$ cat src/rtl/mem_stage_ctrl_if.sv
// Data-RAM request/acknowledge bus between the MEM stage and data memory.
`timescale 1ns/1ps
interface mem_stage_ctrl_if #(
  parameter int ADDR_W = 8
);
  logic              mem_req;
  logic              mem_we;
  logic [ADDR_W-1:0] mem_addr;
  logic [3:0]        mem_be;
  logic [31:0]       mem_wdata;
  logic [31:0]       mem_rdata;
  logic              mem_ack;

  modport master (
    output mem_req,
    output mem_we,
    output mem_addr,
    output mem_be,
    output mem_wdata,
    input  mem_rdata,
    input  mem_ack
  );

  modport slave (
    input  mem_req,
    input  mem_we,
    input  mem_addr,
    input  mem_be,
    input  mem_wdata,
    output mem_rdata,
    output mem_ack
  );
endinterface

$ cat src/rtl/mem_stage_ctrl.sv
// MEM stage: RAM_CTRL decode, req/ack data-RAM access, big-endian load
// extraction, pipeline stall and sticky fault reporting.
`timescale 1ns/1ps
module mem_stage_ctrl #(
  parameter int ADDR_W  = 8,
  parameter int TIMEOUT = 15
) (
  input  logic        clk,
  input  logic        reset,
  input  logic [31:0] ex_out,
  input  logic [31:0] ex_di,
  input  logic [4:0]  ex_rd,
  input  logic        l,
  input  logic        rf_le,
  input  logic [3:0]  ram_ctrl,
  mem_stage_ctrl_if.master bus,
  output logic        stall,
  output logic [31:0] mem_out,
  output logic [4:0]  mem_rd,
  output logic        mem_rf_le,
  output logic [1:0]  fault
);

  localparam int CW = $clog2(TIMEOUT + 1);

  typedef enum logic [1:0] {
    IDLE,
    WAIT,
    DONE
  } state_t;

  state_t        state;
  logic [CW-1:0] cnt;
  logic [31:0]   capt;
  logic [1:0]    off_q;
  logic [1:0]    size_q;
  logic          we_q;
  logic          tout_q;

  logic [1:0]    off;
  logic [1:0]    size;
  logic          en;
  logic          wr;
  logic          bad;
  logic          go;
  logic [3:0]    be_c;
  logic [31:0]   wdata_c;
  logic [31:0]   ext;

  assign off    = ex_out[1:0];
  assign size   = ram_ctrl[1:0];
  assign en     = ram_ctrl[3];
  assign wr     = ram_ctrl[2];
  assign go     = en & ~bad;
  assign mem_rd = ex_rd;

  always_comb begin
    bad = 1'b1;
    unique case (size)
      2'b00:   bad = 1'b0;
      2'b01:   bad = off[0];
      2'b10:   bad = |off;
      default: bad = 1'b1;
    endcase
  end

  // Loads read the whole word; lanes are picked out on ack.
  always_comb begin
    be_c    = 4'hF;
    wdata_c = ex_di;
    unique case (1'b1)
      size == 2'b00: begin
        be_c    = 4'b1000 >> off;
        wdata_c = {4{ex_di[7:0]}};
      end
      size == 2'b01: begin
        be_c    = off[1] ? 4'b0011 : 4'b1100;
        wdata_c = {2{ex_di[15:0]}};
      end
      default: ;
    endcase
    if (!wr) be_c = 4'hF;
  end

  // Offset 0 is the most significant lane.
  always_comb begin
    ext = bus.mem_rdata;
    unique case (size_q)
      2'b00:   ext = (bus.mem_rdata >> {~off_q, 3'b000}) & 32'hFF;
      2'b01:   ext = off_q[1] ? {16'h0, bus.mem_rdata[15:0]}
                              : {16'h0, bus.mem_rdata[31:16]};
      default: ext = bus.mem_rdata;
    endcase
  end

  always_ff @(posedge clk) begin
    if (!reset) begin
      state         <= IDLE;
      cnt           <= '0;
      capt          <= '0;
      off_q         <= '0;
      size_q        <= '0;
      we_q          <= 1'b0;
      tout_q        <= 1'b0;
      fault         <= '0;
      bus.mem_req   <= 1'b0;
      bus.mem_we    <= 1'b0;
      bus.mem_addr  <= '0;
      bus.mem_be    <= '0;
      bus.mem_wdata <= '0;
    end else begin
      unique case (state)
        IDLE: begin
          if (go) begin
            bus.mem_req   <= 1'b1;
            bus.mem_we    <= wr;
            bus.mem_addr  <= {ex_out[ADDR_W-1:2], 2'b00};
            bus.mem_be    <= be_c;
            bus.mem_wdata <= wdata_c;
            off_q         <= off;
            size_q        <= size;
            we_q          <= wr;
            tout_q        <= 1'b0;
            cnt           <= '0;
            state         <= WAIT;
          end else if (en) begin
            fault[0] <= 1'b1;
          end
        end
        WAIT: begin
          if (bus.mem_ack) begin
            if (!we_q) capt <= ext;
            bus.mem_req <= 1'b0;
            state       <= DONE;
          end else if (cnt == CW'(TIMEOUT - 1)) begin
            fault[1]    <= 1'b1;
            tout_q      <= 1'b1;
            capt        <= '0;
            bus.mem_req <= 1'b0;
            state       <= DONE;
          end else begin
            cnt <= cnt + CW'(1);
          end
        end
        DONE:    state <= IDLE;
        default: state <= IDLE;
      endcase
    end
  end

  always_comb begin
    stall     = 1'b0;
    mem_out   = ex_out;
    mem_rf_le = rf_le;
    if (!reset) begin
      mem_rf_le = 1'b0;
    end else begin
      unique case (state)
        IDLE: begin
          if (en) begin
            stall     = go;
            mem_rf_le = 1'b0;
          end
        end
        WAIT: begin
          stall     = 1'b1;
          mem_rf_le = 1'b0;
        end
        DONE: begin
          mem_rf_le = rf_le & ~tout_q;
          if (l & ~we_q) mem_out = capt;
        end
        default: ;
      endcase
    end
  end

endmodule

$ cat src/flat_wrapper.sv
// flat-port wrapper written by rule: the top's interface ports become plain ports
module mem_stage_ctrl_flat 
#(
  parameter int ADDR_W  = 8,
  parameter int TIMEOUT = 15
)
  (clk, reset, ex_out, ex_di, ex_rd, l, rf_le, ram_ctrl, stall, mem_out, mem_rd, mem_rf_le, fault, bus_mem_req, bus_mem_we, bus_mem_addr, bus_mem_be, bus_mem_wdata, bus_mem_rdata, bus_mem_ack);
  mem_stage_ctrl_if #(.ADDR_W(ADDR_W)) bus_i ();
  input  logic clk;
  input  logic reset;
  input  logic [31:0] ex_out;
  input  logic [31:0] ex_di;
  input  logic [4:0] ex_rd;
  input  logic l;
  input  logic rf_le;
  input  logic [3:0] ram_ctrl;
  output logic stall;
  output logic [31:0] mem_out;
  output logic [4:0] mem_rd;
  output logic mem_rf_le;
  output logic [1:0] fault;
  output wire logic [$bits(bus_i.mem_req)-1:0] bus_mem_req;
  output wire logic [$bits(bus_i.mem_we)-1:0] bus_mem_we;
  output wire logic [$bits(bus_i.mem_addr)-1:0] bus_mem_addr;
  output wire logic [$bits(bus_i.mem_be)-1:0] bus_mem_be;
  output wire logic [$bits(bus_i.mem_wdata)-1:0] bus_mem_wdata;
  input wire logic [$bits(bus_i.mem_rdata)-1:0] bus_mem_rdata;
  input wire logic [$bits(bus_i.mem_ack)-1:0] bus_mem_ack;
  assign bus_mem_req = bus_i.mem_req;
  assign bus_mem_we = bus_i.mem_we;
  assign bus_mem_addr = bus_i.mem_addr;
  assign bus_mem_be = bus_i.mem_be;
  assign bus_mem_wdata = bus_i.mem_wdata;
  assign bus_i.mem_rdata = bus_mem_rdata;
  assign bus_i.mem_ack = bus_mem_ack;
  mem_stage_ctrl #(.ADDR_W(ADDR_W), .TIMEOUT(TIMEOUT)) u_core (.clk(clk), .reset(reset), .ex_out(ex_out), .ex_di(ex_di), .ex_rd(ex_rd), .l(l), .rf_le(rf_le), .ram_ctrl(ram_ctrl), .bus(bus_i), .stall(stall), .mem_out(mem_out), .mem_rd(mem_rd), .mem_rf_le(mem_rf_le), .fault(fault));
endmodule
$ cat config.mk
export PLATFORM = sky130hd
export DESIGN_NAME = mem_stage_ctrl_flat
export DESIGN_NICKNAME = d
export VERILOG_FILES = /design/src/rtl/mem_stage_ctrl_if.sv /design/src/rtl/mem_stage_ctrl.sv /design/src/flat_wrapper.sv
export SDC_FILE = /design/constraint.sdc
export NUM_CORES = 1
export LEC_CHECK = 0
export CAP_MARGIN = 20
export CORE_MARGIN = 2
export CORE_UTILIZATION = 40
export CTS_BUF_LIST = sky130_fd_sc_hd__clkbuf_4
export DETAILED_ROUTE_END_ITERATION = 8
export PLACE_DENSITY = 0.76
export SKIP_CTS_REPAIR_TIMING = 1
export SLEW_MARGIN = 20
export SYNTH_ARGS = -nofsm -noshare
export SYNTH_HDL_FRONTEND = slang
export SYNTH_SLANG_ARGS = --single-unit
$ cat constraint.sdc
create_clock -name clk -period 3.4 [get_ports clk]
set_clock_uncertainty 0.15 [all_clocks]
set_input_delay 1.02 -clock clk [delete_from_list [all_inputs] [get_ports clk]]
set_output_delay 1.02 -clock clk [all_outputs]
set_load 0.03 [all_outputs]
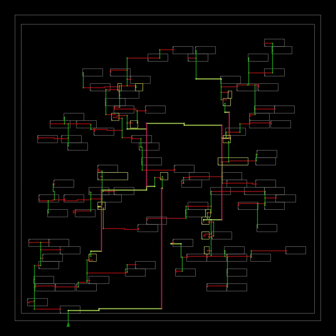
(the clock network)
TritonCTS Buffers: 9
worst skew pair latency: 0.45 ns
flip-flops: 89

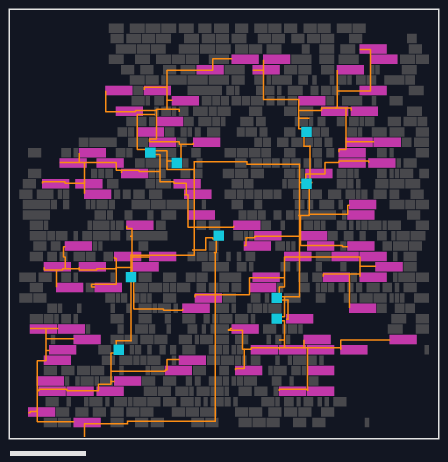
(routed clock nets over the placement)
The bar under the picture is 20 um long.
Key: clock wires = orange [length 1060 um]; clock-net drivers = cyan [count 9]; flip-flops = magenta [count 89]
Position of the flops: spread over the die. There are 10 routed clock nets.
power consumed by the clock network: 650 uW
share of total power in the clock network: 26.6%

[per-stage QoR]
stage	util (%)	instance area, um^2	worst slack [ns]
floorplan	-	4690	0.0111
global placement	57.0	6500	-0.336
detailed placement	57.0	6500	-0.347
CTS	58.3	6660	-0.349
global route	60.7	6930	-0.0644
finish	60.7	6930	-0.0270
[sequential cells by signal, summed over array words and instances (netlist names)]
signal / cells
u_core.off_q: 2
u_core.size_q: 2
u_core.fault: 2
u_core.bus.mem_wdata: 32
u_core.bus.mem_req: 1
u_core.bus.mem_we: 1
u_core.state: 2
u_core.cnt: 4
u_core.bus.mem_addr: 6
u_core.bus.mem_be: 4
u_core.capt: 32
u_core.tout_q: 1
[logic make-up (layout without fill, tap and decap cells)]
| kind of cell | count (synthesis) | count (layout) | share of synthesized area (%) |
|---|---|---|---|
| AND-OR/OR-AND | 144 | 144 | 22.0 |
| AND/OR/NAND/NOR | 198 | 198 | 21.1 |
| buffers and inverters | 60 | 227 | 6.57 |
| other | 1 | 2 | 0.0801 |
| adder cells (fa/ha/maj) | 2 | 2 | 0.534 |
| multiplexers | 48 | 48 | 11.1 |
| flip-flops | 89 | 89 | 38.0 |
| XOR/XNOR | 3 | 3 | 0.561 |
[per-layer routing]
metal	track usage, %	vias up	routed length [um]
met5	0	-	0
met4	8.62	0	331
met3	3.89	31	855
met2	37.0	160	7440
met1	28.9	2239	6460
li1	-	2268	-
[power breakdown]
| part | internal (uW) | switching [uW] | leakage [uW] |
|---|---|---|---|
| Clock | 291 | 360 | 0.0000808 |
| Combinational | 329 | 340 | 0.00203 |
| Sequential | 1090 | 34.7 | 0.000724 |
| Total | 1710 | 734 | 0.00284 |
==> results_tabular.tex <==
% Table of physical implementation metrics
\begin{tabular}{lr}
\hline
Metric & Value \\
\hline
\multicolumn{2}{l}{\textbf{Status}} \\
Outcome & finished with violations \\
Violated checks & setup timing \\
\multicolumn{2}{l}{\textbf{GRT}} \\
Number of antenna violations at the first check in global routing & 0 \\
Number of global-route vias before repair & around 4500 \\
\multicolumn{2}{l}{\textbf{Cells and area}} \\
Number of logic gates & around 400 \\
Largest area class, layout & multi-input combinational cells \\
Top Layout Cells & sky130\_fd\_sc\_hd\_\_clkdlybuf4s50\_1 (144), sky130\_fd\_sc\_hd\_\_nand2\_1 (97), sky130\_fd\_sc\_hd\_\_dfxtp\_1 (89) \\
\multicolumn{2}{l}{\textbf{Worst hold path}} \\
Hold/Removal Path Class & flop to flop \\
Hold\_sp & u\_core.capt[24] \\
Count of cells along the worst hold path & 2 \\
\multicolumn{2}{l}{\textbf{Timing}} \\
Total negative slack for setup checks & -0.188 ns \\
Number of setup violations in the final report & 12 \\
Minimum setup slack in the final design & -0.0270 ns \\
\multicolumn{2}{l}{\textbf{Worst setup path}} \\
Category of the worst setup path launch point & input pin \\
Reg-to-reg critical path startpoint & u\_core.off\_q[1] \\
\multicolumn{2}{l}{\textbf{Synthesis}} \\
Yosys stat cell total & around 550 \\
Most common flop cell mapped by yosys & sky130\_fd\_sc\_hd\_\_dfxtp\_1 \\
Post-synthesis cell area & around 0.0047 mm\^{}2 \\
Number of synthesis warnings & 0 \\
\multicolumn{2}{l}{\textbf{Placement}} \\
Weighted congestion at the end of routability-driven global placement & 0.910 \\
\multicolumn{2}{l}{\textbf{Power}} \\
Post-route total power & 2440 uW \\
\multicolumn{2}{l}{\textbf{Drt}} \\
Routed wirelength normalized by instance count & roughly 18 um \\
\multicolumn{2}{l}{\textbf{Die}} \\
Die Span X & about 110 um \\
\hline
\end{tabular}
No activity file was given, so power comes from the tool's default toggle rates.
